**Floorplan with the power grid**

Bar = 50 um. Pins as bars on the die edge. Tap cells in gray.
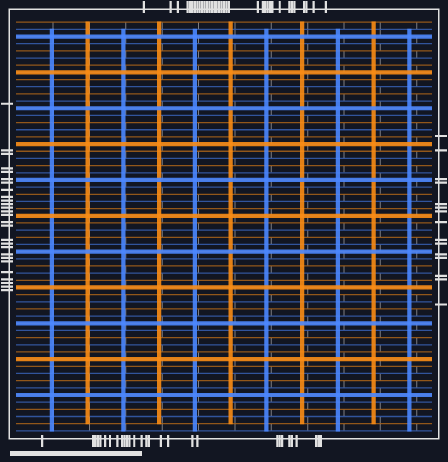
**Placement by cell class**

Bar = 50 um.
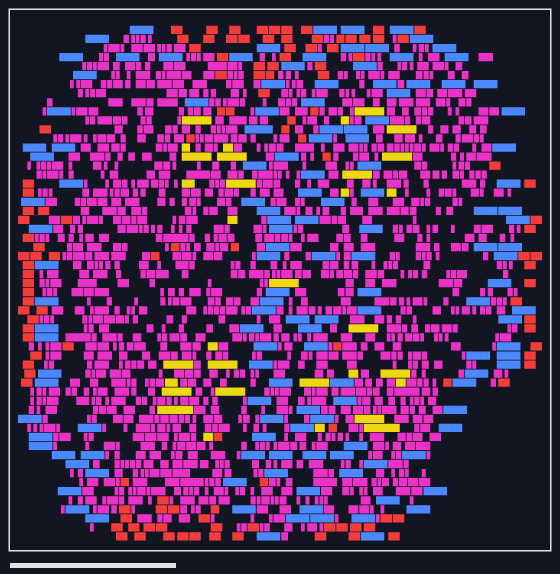
**Routed clock nets over the placement**

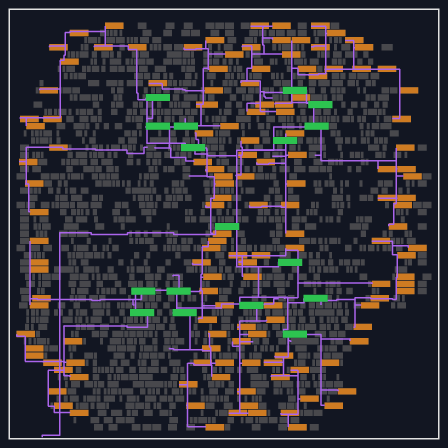
**Signal wires by layer**

Bar = 50 um. Two of the layers only.
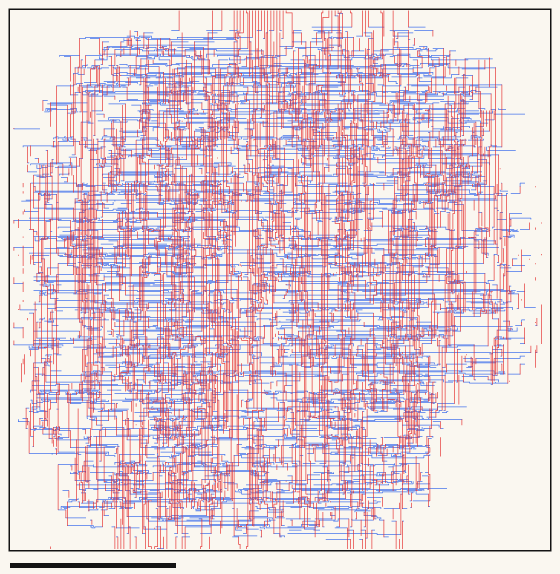
**Placed standard cells**

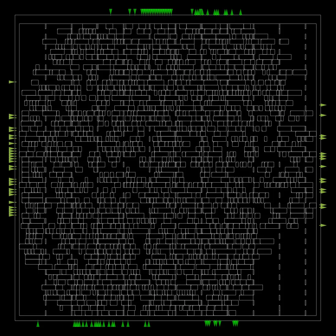
===== config.mk =====
export PLATFORM = sky130hd
export DESIGN_NAME = alu_exec_unit
export DESIGN_NICKNAME = d
export VERILOG_FILES = /design/src/rtl/alu_pkg.sv /design/src/rtl/alu_mul_iter.sv /design/src/rtl/alu_exec_unit.sv
export SDC_FILE = /design/constraint.sdc
export NUM_CORES = 1
export LEC_CHECK = 0
export ABC_AREA = 0
export CORE_MARGIN = 2
export CORE_UTILIZATION = 46
export DETAILED_ROUTE_END_ITERATION = 7
export MAX_ROUTING_LAYER = met4
export PLACE_DENSITY = 0.75
export SKIP_LAST_GASP = 1
export SLEW_MARGIN = 25
export SYNTH_ARGS = -nofsm -noshare
export SYNTH_HDL_FRONTEND = slang
export SYNTH_HIERARCHICAL = 1
export SYNTH_SLANG_ARGS = --single-unit

===== constraint.sdc =====
create_clock -name clk_i -period 6.76 [get_ports clk_i]
set_input_delay 1.69 -clock clk_i [delete_from_list [all_inputs] [get_ports clk_i]]
set_output_delay 1.69 -clock clk_i [all_outputs]
set_load 0.02 [all_outputs]

===== src/rtl/alu_pkg.sv =====
// Shared ALU definitions: operation codes, code width and execution FSM state encodings.
// Imported by the execution unit and its decode logic so the encodings live in one place.
package alu_pkg;

   localparam int ALU_CTRL_W = 3;

   localparam logic [ALU_CTRL_W-1:0] ALU_AND = 3'b000;
   localparam logic [ALU_CTRL_W-1:0] ALU_OR  = 3'b001;
   localparam logic [ALU_CTRL_W-1:0] ALU_ADD = 3'b010;
   localparam logic [ALU_CTRL_W-1:0] ALU_SUB = 3'b011;
   localparam logic [ALU_CTRL_W-1:0] ALU_MUL = 3'b100;

   typedef enum logic [1:0] {
      ST_IDLE = 2'd0,
      ST_MUL  = 2'd1,
      ST_DONE = 2'd2
   } alu_state_e;

   function automatic logic is_mul(input logic [ALU_CTRL_W-1:0] code);
      return code == ALU_MUL;
   endfunction

endpackage


===== src/rtl/alu_mul_iter.sv =====
// Iterative shift-add multiplier returning the low word of the product.
// One iteration per cycle after start; done flags the cycle carrying the final iteration.
module alu_mul_iter #(
   parameter int WIDTH      = 32,
   parameter int MUL_CYCLES = WIDTH
) (
   input  logic             clk_i,
   input  logic             rst_i,
   input  logic             start,
   input  logic [WIDTH-1:0] op_a,
   input  logic [WIDTH-1:0] op_b,
   output logic             done,
   output logic [WIDTH-1:0] product
);

   localparam int CW = (MUL_CYCLES > 1) ? $clog2(MUL_CYCLES) : 1;

   logic             running;
   logic [CW-1:0]    cnt;
   logic [WIDTH-1:0] mcand;
   logic [WIDTH-1:0] mplier;
   logic [WIDTH-1:0] acc;
   logic [WIDTH-1:0] acc_next;

   assign acc_next = acc + (mplier[0] ? mcand : '0);

   // product exposes the accumulator after the current iteration so the
   // owner can register it on the same edge that ends the multiply
   assign product = acc_next;
   assign done    = running && (cnt == '0);

   always_ff @(posedge clk_i) begin
      if (rst_i) begin
         running <= 1'b0;
         cnt     <= '0;
         mcand   <= '0;
         mplier  <= '0;
         acc     <= '0;
      end else if (start) begin
         running <= 1'b1;
         cnt     <= CW'(MUL_CYCLES - 1);
         mcand   <= op_a;
         mplier  <= op_b;
         acc     <= '0;
      end else if (running) begin
         acc    <= acc_next;
         mcand  <= mcand << 1;
         mplier <= mplier >> 1;
         if (cnt == '0) begin
            running <= 1'b0;
         end else begin
            cnt <= cnt - 1'b1;
         end
      end
   end

endmodule


===== src/rtl/alu_exec_unit.sv =====
// ALU execution unit: single-cycle and/or/add/sub, iterative multiply, registered result.
// busy_o doubles as the pipeline stall request while a multiply is running.
//
// state   | meaning
// IDLE    | waiting for a request, ready_o high
// MUL     | multiply iterating, requests ignored, busy_o high
// DONE    | result presented for one cycle, accepts a new request like IDLE
module alu_exec_unit
   import alu_pkg::*;
#(
   parameter int WIDTH      = 32,
   parameter int MUL_CYCLES = WIDTH
) (
   input  logic                  clk_i,
   input  logic                  rst_i,
   input  logic                  valid_i,
   input  logic [ALU_CTRL_W-1:0] ALUCtrl_i,
   input  logic [WIDTH-1:0]      data1_i,
   input  logic [WIDTH-1:0]      data2_i,
   output logic                  ready_o,
   output logic                  valid_o,
   output logic [WIDTH-1:0]      data_o,
   output logic                  zero_o,
   output logic                  busy_o
);

   alu_state_e       state;
   logic             accept;
   logic             start_mul;
   logic             mul_done;
   logic [WIDTH-1:0] mul_product;
   logic [WIDTH-1:0] alu_res;

   assign accept    = valid_i && ready_o;
   assign start_mul = accept && is_mul(ALUCtrl_i);

   // Undefined codes (and mul, which is handled by the iterator) decode to zero
   always_comb begin
      alu_res = '0;
      case (ALUCtrl_i)
         ALU_AND: alu_res = data1_i & data2_i;
         ALU_OR:  alu_res = data1_i | data2_i;
         ALU_ADD: alu_res = data1_i + data2_i;
         ALU_SUB: alu_res = data1_i - data2_i;
         default: alu_res = '0;
      endcase
   end

   alu_mul_iter #(
      .WIDTH      (WIDTH),
      .MUL_CYCLES (MUL_CYCLES)
   ) u_mul (
      .clk_i   (clk_i),
      .rst_i   (rst_i),
      .start   (start_mul),
      .op_a    (data1_i),
      .op_b    (data2_i),
      .done    (mul_done),
      .product (mul_product)
   );

   always_ff @(posedge clk_i) begin
      if (rst_i) begin
         state   <= ST_IDLE;
         ready_o <= 1'b1;
         valid_o <= 1'b0;
         busy_o  <= 1'b0;
         data_o  <= '0;
         zero_o  <= 1'b1;
      end else begin
         valid_o <= 1'b0;
         case (state)
            ST_IDLE, ST_DONE: begin
               if (accept) begin
                  if (is_mul(ALUCtrl_i)) begin
                     state   <= ST_MUL;
                     ready_o <= 1'b0;
                     busy_o  <= 1'b1;
                  end else begin
                     state   <= ST_DONE;
                     valid_o <= 1'b1;
                     data_o  <= alu_res;
                     zero_o  <= (alu_res == '0);
                  end
               end else begin
                  state <= ST_IDLE;
               end
            end
            ST_MUL: begin
               if (mul_done) begin
                  state   <= ST_DONE;
                  ready_o <= 1'b1;
                  busy_o  <= 1'b0;
                  valid_o <= 1'b1;
                  data_o  <= mul_product;
                  zero_o  <= (mul_product == '0);
               end
            end
            default: begin
               state   <= ST_IDLE;
               ready_o <= 1'b1;
               busy_o  <= 1'b0;
            end
         endcase
      end
   end

endmodule


==> out/results.md <==
| Metric | Reported |
|---|---|
| Transition time at the pin with the least slew margin | 1110 ps |
| Number of instances on the worst hold path | 2 |
| Hold path startpoint | data_o[19] |
| Count of buffering cells on the critical path with inverters included | 2 |
| Number of global-route vias before repair | 10,800 |
| Area figure in the yosys stat output | 11,500 sq um |
| Async S/R FF share, synth | 0% |
| Total inserted antenna cells | 0 |
| Number of buffer cells added on primary ports | 105 |
| Die area | 26,400 sq um |
| Data arrival time of the worst path | 6390 ps |
| Number of cells on the critical path | 19 |
| Outcome | finished clean |
| Number of hold-slack violations in the final timing report | 0 |
| Share of post-route cells with drive strength above 1 | 5.48% |
| OpenROAD warnings | 29 |
| HPWL after detailed placement | 29,100 um |
| Slowest cell delay on critical path | 610 ps |
| First element of the critical path | data2_i[9] |
| Count of fill cells added during filler insertion | 2,333 |
| Leakage Power | 5.14 nW |
| Number of clock buffers inserted by TritonCTS | 17 |
| Sort of element at the end of the critical path | register |
| Post-CTS setup repair buffer count | 0 |
| Most frequently placed logic cell in the final layout | sky130_fd_sc_hd__nor2_1 |
| Drt first pass iters | 6 |
| Yosys Warn Count | 6 |
| Number of cell instances on the worst register-to-register path | 15 |
| Critical setup path kind | input pin to register |
| TritonCTS clock tree | built |
| Number of nets at floorplan | 1,682 |
| Total Neg Setup Slack | 0 ps |
| Total setup violations reported at the end of the flow | 0 |
| Commonest register cell after synthesis | sky130_fd_sc_hd__dfxtp_1 |
| Total number of H-tree levels | 4 |
| Final Wtd Congestion | 0.986 |
| Average footprint of a synthesized cell | 7.48 sq um |
| Final WS setup | 711 ps |
| Post-synth EDFFs | 0 |
| Clock sink total | 140 |
| Final Net Count | 1,733 |
| Relative area change from synthesis to final layout | 16.0% |
| Global-route wire length before repair | 59,300 um |
| Yosys cell count | 1,543 |
| Number of primary I/O pins | 106 |
| Max Fclk | 165 MHz |
| Dominant delay contributor by cell family on the critical path | simple AND/OR/NAND/NOR gates |
| Dpl cells | 1,899 |
| Final antenna-violating net count | 0 |
| Commonest non-fill, non-tap cells in the layout | sky130_fd_sc_hd__nor2_1, sky130_fd_sc_hd__a21oi_1, sky130_fd_sc_hd__dfxtp_1 |
| Iter 0 DRT Violations | 1,050 |
| Worst reg2reg path startpoint | u_mul/mplier[0] |
| Element type at the critical path start | input pin |
| Clock transition at the register clock pins on the worst setup and hold paths after CTS | 60 ps |
| DRC viols | 0 |
| Crit-path cells | clkdlybuf4s50_1 > or4_4 > nor3_1 > nand2_1 > nor3_1 > nand3b_1 > nor2_1 > a21oi_1 > xnor2_1 > ha_1 > a21o_1 > a21oi_1 > nor2b_1 > a311oi_1 > inv_1 > o211ai_1 > nor4b_2 > nand3b_1 > o31ai_2 |
| Placement Setup Slack | 368 ps |
| Synth cell types | 89 |
| Final total power | 2.49 mW |
| Total overflow reported by the global router | 0 |
| Clock tree buffer depth | 2 |
| Proportion of synthesized chip area in sequential cells | 24.3% |
| Post-Syn Area | 11,500 sq um |
| Remaining max-slew budget at the tightest pin | 25.3% |
| Hold buffer count at cts | 0 |
| Initial antenna violation count | 1 |
| Root buffer selected by CTS | sky130_fd_sc_hd__clkbuf_16 |
| Power density cells | 186 nW/um^2 |
| Slowest cell on crit path | sky130_fd_sc_hd__or4_4 |
| Part of the cycle the worst path needs | 89.5% |
| Maximum number of pins on one net before global-route repair | 87 |
| Post-cts sizing count | 0 |
About 'floorplan with the power grid':
| net | color |
|---|---|
| VDD | orange |
| VSS | blue |
rows: 57
signal pins: 106
met5 straps: 11
core area: 24,500 sq um
y dimension of the die: 162 um
Peak VDD IR: 0.000115 V
die boundary width: 162 um

About 'placement by cell class':
| class | color | cells |
|---|---|---|
| flip-flops | blue | 140 |
| all other logic | magenta | 1,311 |
| other buffers and delay cells | red | 124 |
| clock drivers and dummy loads | yellow | 32 |
fin area: 13,400 sq um
post-layout util: 54.7%
standard-cell row count: 57
register fraction of the total cell area: 21.0%

About 'routed clock nets over the placement':
[flip-flops] orange | count: 140
[clock wires] purple | length: 2,060 um
[cells driving clock nets] green | count: 17
flops lie: widely spread
Clock net power: 0.978 mW
relative contribution of the clock network to total power: 39.3%
final setup skew: 13.7 ps
clock latency at the later pin of the worst-skew pair: 430 ps

About 'signal wires by layer':
| layer | color | wire length |
|---|---|---|
| met2 | red | 17,200 um |
| met1 | blue | 17,100 um |
routed vias: 11,800
GR Util All Layers: 29.2%
aggregate routed wire length: 37,900 um
routed length per instance: 19.6 um

About 'placed standard cells':
number of cells in the finished layout apart from fillers: 1,931
Flop Count: 140

-- synth_stat cells (all sizes together) (5+ instances only) --
library cell,instances,area (sq um)
nor2,243,915
a21oi,195,987
dfxtp,140,2800
nand2,118,445
mux2i,79,791
clkbuf,71,272
ha,67,838
o21ai,66,330
xnor2,47,419
and2,38,238
a21o,31,234
nor3,29,145
nand3,27,135
inv,26,97.6
nor4,24,186
maj3,23,230
a211oi,22,178
buf,21,105
and3,20,134
nand4,20,125
nand2b,18,113
o211ai,18,135
xor2,18,158
o31ai,16,125
a22o,14,123
a311oi,10,87.6
nor2b,10,62.6
o21a,10,75.1
a31oi,9,56.3
or3,9,56.3
a21boi,8,60.1
o21bai,8,60.1
or2,8,50.1
or4,6,48.8
a211o,5,45.0
nand3b,5,37.5
-- path summary, 6_finish.rpt --
path                              endpoint  slack, ps
worst max register to register      zero_o       2120
worst max-delay path                zero_o        710
worst min register to register  data_o[19]        450
worst min-delay path            data_o[19]        450
-- kinds of logic after synthesis --
logic type	Yosys count	synth area share, %
adder cells (fa/ha/maj)	92	9.61
multiplexers	79	6.85
XOR/XNOR	65	5.00
buffers and inverters	118	4.11
AND/OR/NAND/NOR	587	24.3
flip-flops	140	24.3
AND-OR/OR-AND	462	25.8
-- final cells by class --
| type | count | area [sq um] | area share (%) |
|---|---|---|---|
| Multi-Input combinational cell | 1285 | 8280 | 61.9 |
| Sequential cell | 140 | 2810 | 21.0 |
| Timing Repair Buffer | 124 | 1190 | 8.90 |
| Clock buffer | 17 | 425 | 3.18 |
| Tap cell | 324 | 405 | 3.03 |
| Clock inverter | 15 | 175 | 1.31 |
| Inverter | 26 | 97.6 | 0.729 |
-- flip-flops by register name (all words and copies together) (netlist names) --
signal         cells
busy_o             1
data_o            32
ready_o            1
state              2
u_mul/acc         32
u_mul/cnt          5
u_mul/mcand       32
u_mul/mplier      32
u_mul/running      1
valid_o            1
zero_o             1
-- tightest hold or removal path, cell delays in order, from the launching register on --
cell and delay, ps:
sky130_fd_sc_hd__dfxtp_1 310, sky130_fd_sc_hd__nand2_1 50, sky130_fd_sc_hd__a21oi_1 50
-- layer usage --
metal	global-route usage, %	vias to the layer above	wire, um
met5	-	-	0
met4	7.04	0	653
met3	4.46	51	2920
met2	45.4	467	17200
met1	40.0	5597	17100
li1	-	5711	-
-- stage by stage --
stage	area (sq um)	hold slack, ps
final	13400	450
after global routing	13400	471
after CTS	13400	453
after detailed placement	12800	444
after global placement	12800	439
after floorplan	11500	432
-- power by group --
group	internal, mW	leakage [nW]	switching (mW)
Clock	0.557	0.286	0.421
Sequential	0.852	1.14	0.0193
Combinational	0.252	3.72	0.387
Power is estimated from default activity; no workload was simulated.
